**Routed clock nets over the placement**

Bar = 10 microns.
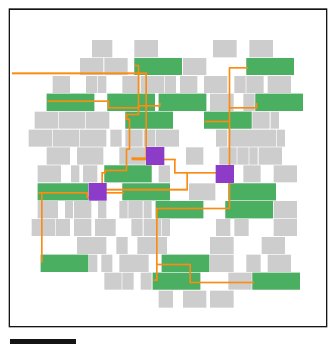
**Cells colored by class**

Bar = 10 microns.
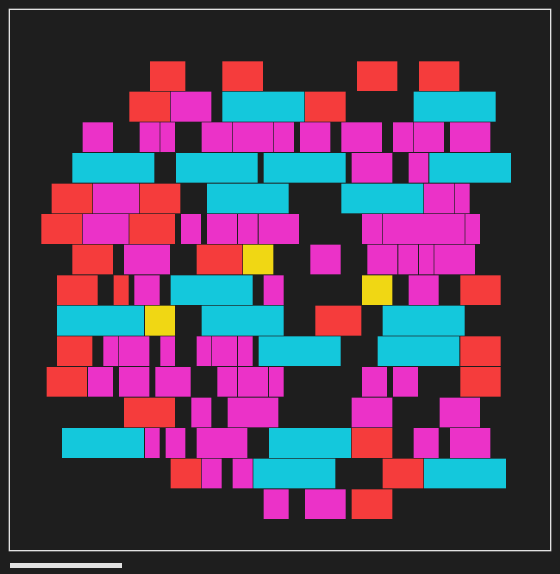
**Clock wiring as the flow saved it**

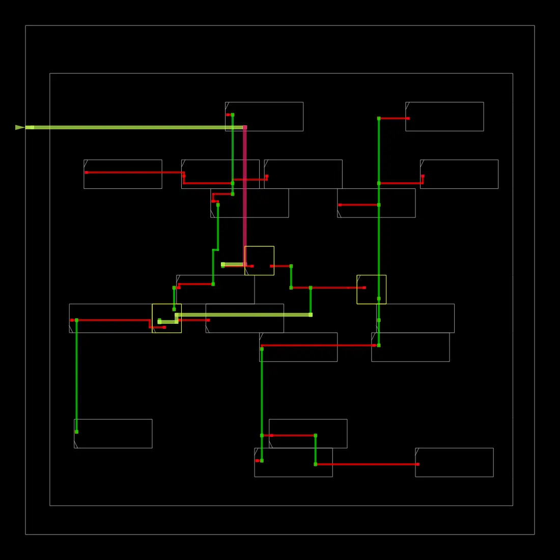
**Supply network**

Pins as bars on the die edge. Tap cells in gray.
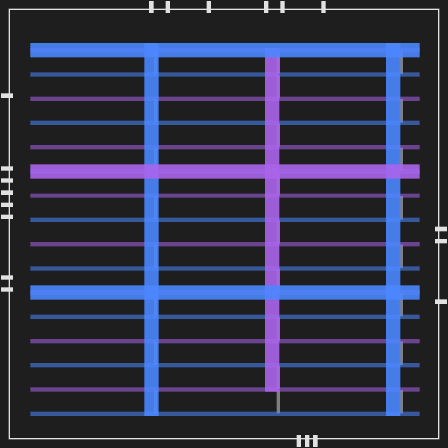
File: src/rtl/serial_subtractor_if.sv
// ----------------------------------------------------------------------------
// serial_subtractor_if
// Operand/result handshake bundle for serial_subtractor.
//   din_a, din_b, din_bi : minuend, subtrahend, borrow in
//   din_vld / din_rd     : operand valid / ready
//   dout_d, dout_bo      : difference, borrow out
//   dout_vld / dout_rd   : result valid / ready
//   dout_ov              : signed overflow flag, only when
//                          SERIAL_SUBTRACTOR_OVERFLOW_EN is defined
// Modports: slave (the subtractor), master (the operand source / result sink).
// ----------------------------------------------------------------------------
interface serial_subtractor_if #(
    parameter int DATA_WIDTH = 4
);
    logic [DATA_WIDTH-1:0] din_a;
    logic [DATA_WIDTH-1:0] din_b;
    logic                  din_bi;
    logic                  din_vld;
    logic                  din_rd;
    logic [DATA_WIDTH-1:0] dout_d;
    logic                  dout_bo;
    logic                  dout_vld;
    logic                  dout_rd;
`ifdef SERIAL_SUBTRACTOR_OVERFLOW_EN
    logic                  dout_ov;
`endif

    modport slave (
        input  din_a, din_b, din_bi, din_vld, dout_rd,
`ifdef SERIAL_SUBTRACTOR_OVERFLOW_EN
        output dout_ov,
`endif
        output din_rd, dout_d, dout_bo, dout_vld
    );

    modport master (
        output din_a, din_b, din_bi, din_vld, dout_rd,
`ifdef SERIAL_SUBTRACTOR_OVERFLOW_EN
        input  dout_ov,
`endif
        input  din_rd, dout_d, dout_bo, dout_vld
    );
endinterface

File: src/rtl/serial_subtractor.sv
// ----------------------------------------------------------------------------
// serial_subtractor
// Bit-serial word subtractor: d = a - b - bi, one bit per clock, LSB first,
// using a single full-subtractor cell and a registered borrow.
// Ports:
//   clk    : clock, all state changes on the rising edge
//   rst_n  : synchronous active-low reset
//   io_sub : serial_subtractor_if.slave (operand and result handshakes)
// Optional feature: define SERIAL_SUBTRACTOR_OVERFLOW_EN to add dout_ov, the
// two's-complement overflow flag of the subtraction.
// Timing: operand accepted at edge 0, dout_vld high after edge DATA_WIDTH;
// minimum initiation interval DATA_WIDTH+2 cycles.
// ----------------------------------------------------------------------------
module serial_subtractor #(
    parameter int DATA_WIDTH = 4
) (
    input  logic                  clk,
    input  logic                  rst_n,
    serial_subtractor_if.slave    io_sub
);
    localparam int CNT_W = $clog2(DATA_WIDTH + 1);
    localparam logic [CNT_W-1:0] LAST_BIT = CNT_W'(DATA_WIDTH - 1);

    typedef enum logic [1:0] {IDLE, RUN, DONE} state_t;

    state_t                r_state;
    state_t                w_state_nxt;
    logic [DATA_WIDTH-1:0] r_a;
    logic [DATA_WIDTH-1:0] r_b;
    logic [DATA_WIDTH-1:0] r_d;
    logic                  r_br;
    logic [CNT_W-1:0]      r_cnt;
`ifdef SERIAL_SUBTRACTOR_OVERFLOW_EN
    logic                  r_ov;
`endif

    logic [1:0]            w_cell;
    logic                  w_diff;
    logic                  w_borrow;
    logic                  w_last;
    logic [DATA_WIDTH:0]   w_d_shift;
    logic                  w_din_rd;
    logic                  w_dout_vld;

    // One full-subtractor cell: returns {borrow_out, difference}.
    function automatic logic [1:0] full_sub(input logic a, input logic b, input logic br);
        logic d;
        logic bo;
        d  = a ^ b ^ br;
        bo = (~a & b) | (~(a ^ b) & br);
        return {bo, d};
    endfunction

    assign w_cell   = full_sub(r_a[0], r_b[0], r_br);
    assign w_diff   = w_cell[0];
    assign w_borrow = w_cell[1];
    assign w_last   = (r_cnt == LAST_BIT);
    // New difference bit enters at the MSB; formed this way so DATA_WIDTH=1 works.
    assign w_d_shift = {w_diff, r_d};

    always_comb begin
        w_state_nxt = r_state;
        w_din_rd    = 1'b0;
        w_dout_vld  = 1'b0;
        case (r_state)
            IDLE: begin
                w_din_rd = 1'b1;
                if (io_sub.din_vld) w_state_nxt = RUN;
            end
            RUN: begin
                if (w_last) w_state_nxt = DONE;
            end
            DONE: begin
                w_dout_vld = 1'b1;
                if (io_sub.dout_rd) w_state_nxt = IDLE;
            end
            default: w_state_nxt = IDLE;
        endcase
    end

    always_ff @(posedge clk) begin
        if (!rst_n) r_state <= IDLE;
        else        r_state <= w_state_nxt;
    end

    always_ff @(posedge clk) begin
        if (!rst_n) begin
            r_a   <= '0;
            r_b   <= '0;
            r_d   <= '0;
            r_br  <= 1'b0;
            r_cnt <= '0;
`ifdef SERIAL_SUBTRACTOR_OVERFLOW_EN
            r_ov  <= 1'b0;
`endif
        end else begin
            case (r_state)
                IDLE: begin
                    if (io_sub.din_vld) begin
                        r_a   <= io_sub.din_a;
                        r_b   <= io_sub.din_b;
                        r_br  <= io_sub.din_bi;
                        r_cnt <= '0;
                    end
                end
                RUN: begin
                    r_a   <= r_a >> 1;
                    r_b   <= r_b >> 1;
                    r_d   <= w_d_shift[DATA_WIDTH:1];
                    r_br  <= w_borrow;
                    r_cnt <= r_cnt + 1'b1;
`ifdef SERIAL_SUBTRACTOR_OVERFLOW_EN
                    // At the MSB step r_a[0]/r_b[0] are the operand sign bits.
                    if (w_last) r_ov <= (r_a[0] != r_b[0]) && (w_diff != r_a[0]);
`endif
                end
                default: ;
            endcase
        end
    end

    assign io_sub.din_rd   = w_din_rd;
    assign io_sub.dout_vld = w_dout_vld;
    assign io_sub.dout_d   = r_d;
    // After the last bit the borrow register holds the final borrow out and
    // is frozen until a new operand is loaded.
    assign io_sub.dout_bo  = r_br;
`ifdef SERIAL_SUBTRACTOR_OVERFLOW_EN
    assign io_sub.dout_ov  = r_ov;
`endif
endmodule
File: src/flat_wrapper.sv
// flat-port wrapper written by rule: the top's interface ports become plain ports
module serial_subtractor_flat 
#(
    parameter int DATA_WIDTH = 4
)
  (clk, rst_n, io_sub_din_a, io_sub_din_b, io_sub_din_bi, io_sub_din_vld, io_sub_dout_rd, io_sub_din_rd, io_sub_dout_d, io_sub_dout_bo, io_sub_dout_vld);
  serial_subtractor_if #(.DATA_WIDTH(DATA_WIDTH)) io_sub_i ();
  input  logic clk;
  input  logic rst_n;
  input wire logic [$bits(io_sub_i.din_a)-1:0] io_sub_din_a;
  input wire logic [$bits(io_sub_i.din_b)-1:0] io_sub_din_b;
  input wire logic [$bits(io_sub_i.din_bi)-1:0] io_sub_din_bi;
  input wire logic [$bits(io_sub_i.din_vld)-1:0] io_sub_din_vld;
  input wire logic [$bits(io_sub_i.dout_rd)-1:0] io_sub_dout_rd;
  output wire logic [$bits(io_sub_i.din_rd)-1:0] io_sub_din_rd;
  output wire logic [$bits(io_sub_i.dout_d)-1:0] io_sub_dout_d;
  output wire logic [$bits(io_sub_i.dout_bo)-1:0] io_sub_dout_bo;
  output wire logic [$bits(io_sub_i.dout_vld)-1:0] io_sub_dout_vld;
  assign io_sub_i.din_a = io_sub_din_a;
  assign io_sub_i.din_b = io_sub_din_b;
  assign io_sub_i.din_bi = io_sub_din_bi;
  assign io_sub_i.din_vld = io_sub_din_vld;
  assign io_sub_i.dout_rd = io_sub_dout_rd;
  assign io_sub_din_rd = io_sub_i.din_rd;
  assign io_sub_dout_d = io_sub_i.dout_d;
  assign io_sub_dout_bo = io_sub_i.dout_bo;
  assign io_sub_dout_vld = io_sub_i.dout_vld;
  serial_subtractor #(.DATA_WIDTH(DATA_WIDTH)) u_core (.clk(clk), .rst_n(rst_n), .io_sub(io_sub_i));
endmodule
File: config.mk
export PLATFORM = sky130hd
export DESIGN_NAME = serial_subtractor_flat
export DESIGN_NICKNAME = d
export VERILOG_FILES = /design/src/rtl/serial_subtractor_if.sv /design/src/rtl/serial_subtractor.sv /design/src/flat_wrapper.sv
export SDC_FILE = /design/constraint.sdc
export NUM_CORES = 1
export LEC_CHECK = 0
export CORE_MARGIN = 2
export CORE_UTILIZATION = 44
export CTS_CLUSTER_DIAMETER = 200
export DETAILED_ROUTE_END_ITERATION = 12
export GPL_TIMING_DRIVEN = 0
export PLACE_DENSITY = 0.72
export SYNTH_ARGS = -nofsm -noshare
export SYNTH_HDL_FRONTEND = slang
export SYNTH_SLANG_ARGS = --single-unit
export TNS_END_PERCENT = 20
File: constraint.sdc
create_clock -name clk -period 1.6 [get_ports clk]
set_input_delay 0.24 -clock clk [delete_from_list [all_inputs] [get_ports clk]]
set_output_delay 0.24 -clock clk [all_outputs]
set_load 0.01 [all_outputs]
==> impl_metrics.env <==
# implementation run metrics
export IMPL_cp_data_arrival_time_ps=1270
export IMPL_power_switching_mw=0.207
export IMPL_area_leaders="dfxtp_1 (42%), mux2i_1 (13%), o21ai_1 (7.0%)"
export IMPL_holdWs_ps=463
export IMPL_status="completed"
export IMPL_antenna_found_initial=0
export IMPL_rsz0062_at_grt="no"
export IMPL_area_growth_pct=28.9
export IMPL_finalPower_mw=0.855
export IMPL_initCoreUtil_pct=47.9
export IMPL_antenna_cells=0
export IMPL_grt_max_degree=11
export IMPL_edf_count=0
export IMPL_power_top_group="sequential cells"
export IMPL_pwr_share_clk_pct=24.9
export IMPL_crit_fanout=10
export IMPL_hold_path_depth=2
export IMPL_drc=0
export IMPL_ys_sh_aoi_pct=16.4
export IMPL_die_width_microns=48.0
export IMPL_netlist_instances=85
export IMPL_hold_start="u_core.r_cnt[2]$_SDFFE_PN0P_"
export IMPL_r2r_slack_ps=410
export IMPL_utilization_pct=61.7
export IMPL_synthFlopType="dfxtp_1"
Back to the opening pictures, 'routed clock nets over the placement':
Purple marks clock drivers, count 3. Orange marks clock wires, length 206 microns. Green marks flip-flops, count 18.
There are 4 routed clock nets.

Back to the opening pictures, 'cells colored by class':
Cyan marks sequential cells, cells 18, share of their area 34%. Yellow marks clock drivers, cells 3, share of their area 2.1%. Magenta marks combinational and other logic, cells 61, share of their area 41%. Red marks remaining buffers and delay cells, cells 25, share of their area 23%.
placeable core area: 1780 sq um
Seq/total area: 32.9%

Back to the opening pictures, 'clock wiring as the flow saved it':
TritonCTS Sinks: 18
total CTS buffers: 3
clock latency on the worst-skew pair: 280 ps
Clock buffer cells: 3

Back to the opening pictures, 'supply network':
Purple marks VDD. Blue marks VSS.
The core has 15 rows. 20 signal pins sit on the boundary.

-- cell families (layout without fill, tap and decap cells) --
group / count (synthesis) / count (layout)
AOI/OAI and AO/OA: 23 / 23
and+or+nand+nor: 19 / 19
DFF: 18 / 18
muxes: 11 / 11
buffers and inverters: 11 / 33
adders and majority gates: 3 / 3
-- cell type report --
cell class	count	area share, %
clock buffers	3	2.05
well taps	25	2.84
inverters	5	1.71
flip-flops and latches	18	32.9
multi-input cells	56	38.2
repair buffers	19	17.1
plain buffers	6	5.23
-- critical path, stage by stage (launching register included) --
cell and delay, ps:
dfxtp_1 440, buf_6 200, nor2_1 60, dlygate4sd2_1 280
-- layer usage --
layer / wire, microns / part of all wire [%]
met1: 812 / 50
met2: 711 / 44
met3: 76 / 4.7
met4: 12 / 0.74
met5: 0 / 0
